==> config.mk <==
export PLATFORM = sky130hd
export DESIGN_NAME = regfile_master
export DESIGN_NICKNAME = d
export VERILOG_FILES = /design/src/rtl/regfile_pkg.sv /design/src/rtl/regfile_master.sv
export SDC_FILE = /design/constraint.sdc
export NUM_CORES = 1
export LEC_CHECK = 0
export CAP_MARGIN = 20
export CORE_ASPECT_RATIO = 1.75
export CORE_MARGIN = 8
export CORE_UTILIZATION = 38
export DETAILED_ROUTE_END_ITERATION = 12
export PLACE_DENSITY = 0.64
export SLEW_MARGIN = 20
export SYNTH_ARGS = -nofsm -noshare
export SYNTH_HDL_FRONTEND = slang
export SYNTH_SLANG_ARGS = --single-unit
==> constraint.sdc <==
create_clock -name CLK -period 2.5 [get_ports CLK]
set_input_delay 0.5 -clock CLK [delete_from_list [all_inputs] [get_ports CLK]]
set_output_delay 0.5 -clock CLK [all_outputs]
set_load 0.05 [all_outputs]
==> src/rtl/regfile_pkg.sv <==
// Shared definitions for the register-file master: command opcodes and FSM state encoding.
package regfile_pkg;

    // Command opcodes carried on CmdOp
    typedef enum logic [1:0] {
        OP_READ  = 2'b00,
        OP_WRITE = 2'b01,
        OP_FILL  = 2'b10,
        OP_RSVD  = 2'b11
    } op_t;

    // Master FSM states
    typedef enum logic [2:0] {
        S_IDLE    = 3'd0,
        S_WR      = 3'd1,
        S_RD      = 3'd2,
        S_RD_WAIT = 3'd3,
        S_RSP     = 3'd4,
        S_FILL    = 3'd5
    } state_t;

endpackage

==> src/rtl/regfile_master.sv <==
// Command-driven master for a synchronous register-file peer.
// Accepts one READ / WRITE / FILL command at a time in IDLE, drives the peer
// through registered strobes, and returns read data on a valid/ready response.
module regfile_master
    import regfile_pkg::*;
#(
    parameter int WIDTH = 16,
    parameter int DEPTH = 8,
    parameter int ADDR  = 3
) (
    input  logic             CLK,
    input  logic             RST,
    input  logic             CmdValid,
    output logic             CmdReady,
    input  logic [1:0]       CmdOp,
    input  logic [ADDR-1:0]  CmdAddr,
    input  logic [WIDTH-1:0] CmdData,
    output logic             RspValid,
    input  logic             RspReady,
    output logic [WIDTH-1:0] RspData,
    output logic [ADDR-1:0]  RF_Address,
    output logic             RF_WrEn,
    output logic             RF_RdEn,
    output logic [WIDTH-1:0] RF_WrData,
    input  logic [WIDTH-1:0] RF_RdData,
    output logic             Busy
);

    // Final address of a FILL sweep; the sweep stops here instead of wrapping.
    localparam logic [ADDR-1:0] LAST_ADDR = ADDR'(DEPTH - 1);

    state_t           r_state;
    op_t              r_cmd_op;
    logic [ADDR-1:0]  r_cmd_addr;
    logic [WIDTH-1:0] r_cmd_data;
    logic [ADDR-1:0]  r_fill_cnt;
    logic [ADDR-1:0]  r_address;
    logic             r_wr_en;
    logic             r_rd_en;
    logic [WIDTH-1:0] r_wr_data;
    logic             r_rsp_valid;
    logic [WIDTH-1:0] r_rsp_data;

    logic             w_accept;
    logic             w_fill_last;

    assign w_accept    = (r_state == S_IDLE) && CmdValid;
    // A FILL sweep ends on its final address; the opcode qualifier keeps a
    // corrupted state from ever looping the sweep.
    assign w_fill_last = (r_fill_cnt == LAST_ADDR) || (r_cmd_op != OP_FILL);

    // FSM, fill counter and all registered outputs in one place
    always_ff @(posedge CLK or negedge RST) begin
        if (!RST) begin
            r_state     <= S_IDLE;
            r_cmd_op    <= OP_READ;
            r_cmd_addr  <= '0;
            r_cmd_data  <= '0;
            r_fill_cnt  <= '0;
            r_address   <= '0;
            r_wr_en     <= 1'b0;
            r_rd_en     <= 1'b0;
            r_wr_data   <= '0;
            r_rsp_valid <= 1'b0;
            r_rsp_data  <= '0;
        end else begin
            case (r_state)
                S_IDLE: begin
                    if (w_accept) begin
                        r_cmd_op   <= op_t'(CmdOp);
                        r_cmd_addr <= CmdAddr;
                        r_cmd_data <= CmdData;
                        case (op_t'(CmdOp))
                            OP_WRITE: begin
                                r_state   <= S_WR;
                                r_wr_en   <= 1'b1;
                                r_address <= CmdAddr;
                                r_wr_data <= CmdData;
                            end
                            OP_READ: begin
                                r_state   <= S_RD;
                                r_rd_en   <= 1'b1;
                                r_address <= CmdAddr;
                            end
                            OP_FILL: begin
                                r_state    <= S_FILL;
                                r_wr_en    <= 1'b1;
                                r_address  <= '0;
                                r_wr_data  <= CmdData;
                                r_fill_cnt <= '0;
                            end
                            default: begin
                                // Reserved opcode: consumed, no peer activity.
                                r_state <= S_IDLE;
                            end
                        endcase
                    end
                end
                S_WR: begin
                    r_wr_en <= 1'b0;
                    r_state <= S_IDLE;
                end
                S_RD: begin
                    r_rd_en   <= 1'b0;
                    r_address <= r_cmd_addr;
                    r_state   <= S_RD_WAIT;
                end
                S_RD_WAIT: begin
                    // Peer data is valid now, one cycle after the read strobe.
                    r_rsp_data  <= RF_RdData;
                    r_rsp_valid <= 1'b1;
                    r_state     <= S_RSP;
                end
                S_RSP: begin
                    if (RspReady) begin
                        r_rsp_valid <= 1'b0;
                        r_state     <= S_IDLE;
                    end
                end
                S_FILL: begin
                    if (w_fill_last) begin
                        r_wr_en <= 1'b0;
                        r_state <= S_IDLE;
                    end else begin
                        r_fill_cnt <= r_fill_cnt + 1'b1;
                        r_address  <= r_fill_cnt + 1'b1;
                        r_wr_data  <= r_cmd_data;
                    end
                end
                default: begin
                    r_wr_en     <= 1'b0;
                    r_rd_en     <= 1'b0;
                    r_rsp_valid <= 1'b0;
                    r_state     <= S_IDLE;
                end
            endcase
        end
    end

    assign CmdReady   = (r_state == S_IDLE);
    assign Busy       = (r_state != S_IDLE);
    assign RspValid   = r_rsp_valid;
    assign RspData    = r_rsp_data;
    assign RF_Address = r_address;
    assign RF_WrEn    = r_wr_en;
    assign RF_RdEn    = r_rd_en;
    assign RF_WrData  = r_wr_data;

endmodule
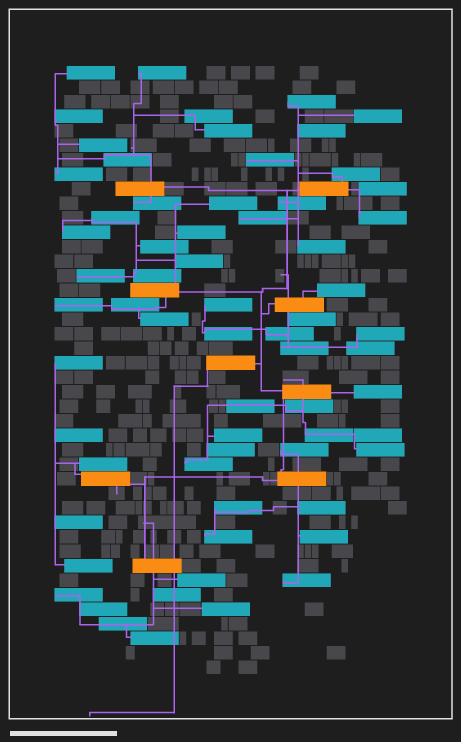
Figure 1: clock wires, drivers and flops.
The bar under the picture is 20 um long.
Key: clock wires = purple [length 863 um]; flip-flops = cyan [count 65]; clock drivers = orange [count 9]
There are 10 routed clock nets.
clock network power share: 0.186
Clk Latency, worst-skew pair: 320 ps

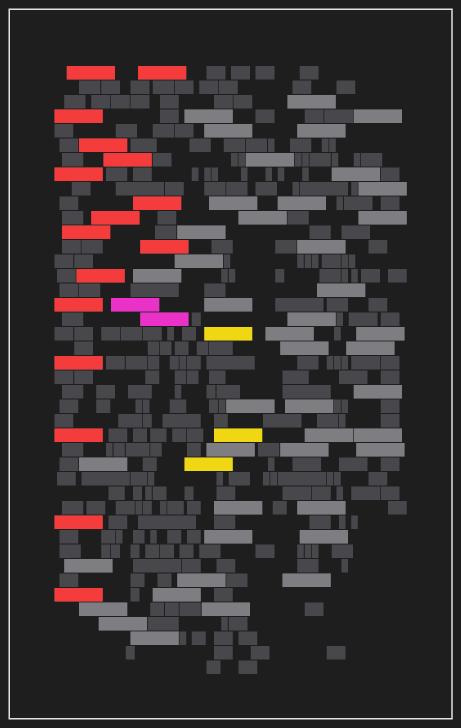
Figure 2: register map, names as in the netlist.
Other sequential cells in the stronger gray, the rest of the logic in the fainter gray.
Key: `r_cmd_op` = magenta [sequential cells 2]; `RspData` = red [sequential cells 16]; `r_fill_cnt` = yellow [sequential cells 3]
Another 44 sequential cells are not colored.
Seq group: 1.90 mW
fin util: 0.5610
Seq area share: 0.3831
Reg area: 0.001627 mm^2

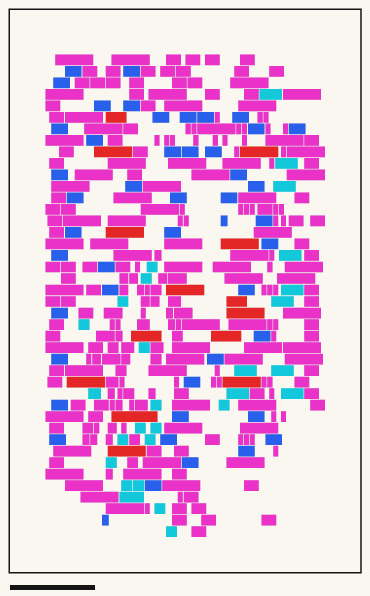
Figure 3: cells by drive strength.
The bar under the picture is 20 um long.
Key: _0 and _1 cells = magenta [cells 254, most used clkdlybuf4s50_1]; _6 and larger = red [cells 14, most used clkbuf_16]; _3 and _4 cells = cyan [cells 28, most used buf_4]; _2 cells = blue [cells 47, most used mux2_2]

==> flow_metrics.tcl <==
# place-and-route summary
set metrics [dict create \
    outcome "finished, final reports clean" \
    die_w_um 82.75 \
    drv_cap 0 \
    finalSetupTns_ps 0 \
    log.warning_count 28 \
    io_pins 81 \
    num_vias 2165 \
    final_cell_mix "clkdlybuf4s50_1 (78), dfrtp_1 (65), nand2_1 (52), mux2_2 (45), buf_4 (15)" \
    crit_path_end_kind "primary output" \
    htreeDepth 3 \
    drv_slew 0 \
    dpl.hpwl_um 5341 \
    synth_flops 65 \
    cts_tree "yes" \
    min_period_ps 2293 \
    cp_max_fo 5 \
    lay_top_count "clkdlybuf4s50_1" \
    syn_inst 246 \
    timing.final.ws_setup_ps 207.0 \
    rsz0062_at_grt "false" \
    drc 0 \
    cell_internal_pwr_mw 3.954 \
]
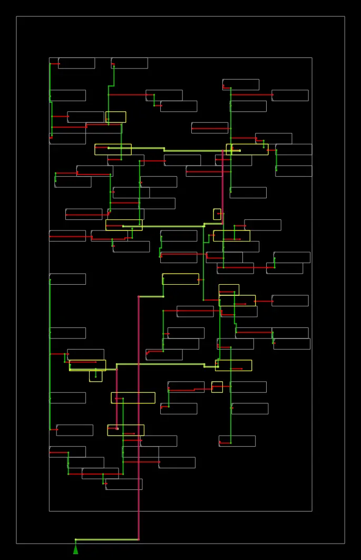
Figure 4: clock nets.
clk_skew: 3.562 ps
clock sink count: 65
Clk. pwr: 1.26 mW

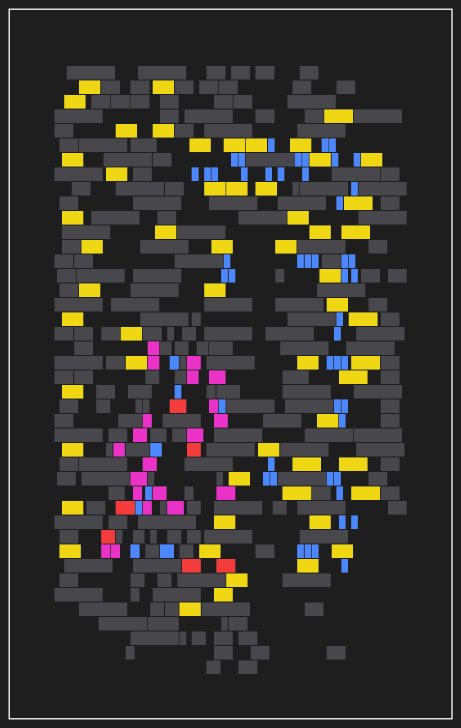
Figure 5: logic cells by family.
Key: aoi and oai cells = magenta [cells 20, most used a21oi_1]; nand cells = blue [cells 56, most used nand2_1]; mux cells = yellow [cells 56, most used mux2_2]; non-inverting ao/oa cells = red [cells 6, most used a221o_1, where bottom middle]

[cell families (layout without fill, tap and decap cells)]
logic type | after synthesis | after routing | synth area share
AND-OR/OR-AND | 26 | 26 | 0.06462
adder cells (fa/ha/maj) | 5 | 5 | 0.02111
buffers and inverters | 22 | 119 | 0.03590
flip-flops | 65 | 65 | 0.5490
multiplexers | 56 | 56 | 0.2251
AND/OR/NAND/NOR | 72 | 72 | 0.1043
[power groups by stage]
stage	Clock (mW)	Combinational, mW	Sequential, mW
after floorplan	0	1.38	2.98
after global placement	0	3.61	1.90
after detailed placement	0	3.65	1.92
after CTS	1.30	3.66	1.91
after global routing	1.34	3.81	1.96
final	1.26	3.61	1.90
[area by class of cell]
| cell class | instances | area, um^2 |
|---|---|---|
| timing repair buffer | 96 | 938.4 |
| inverter | 7 | 26.28 |
| tap | 88 | 110.1 |
| clock buffer | 12 | 256.5 |
| multi-input combinational | 159 | 1236 |
| clock inverter | 4 | 51.30 |
| fill | 686 | 3322 |
| sequential | 65 | 1627 |
[per-stage QoR]
stage	util	hold WS (ps)	cell area, um^2
after global placement	0.5203	482.9	3938
final	0.5610	133.7	4245
after detailed placement	0.5203	483.6	3938
after floorplan	-	204.4	2969
after global routing	0.5610	161.8	4245
after CTS	0.5610	134.4	4245
[state kept, by name (all words and copies together), names as in the netlist]
register and count:
RF_Address 3, RF_RdEn 1, RF_WrData 16, RF_WrEn 1, RspData 16, RspValid 1
r_cmd_addr 3, r_cmd_data 16, r_cmd_op 2, r_fill_cnt 3, r_state 3
[worst max-delay path, stage by stage (launching register included)]
cell and delay [ps]:
dfrtp_1 390, nor3_4 60, inv_1 170, clkdlybuf4s50_1 850
[layer usage]
layer	part of all wire	global-route usage
met1	0.37	0.1410
met2	0.54	0.2375
met4	0.013	0.05792
met3	0.069	0.05631
met5	0	0
Power figures rest on the tool's default switching activity, not on a simulated workload.
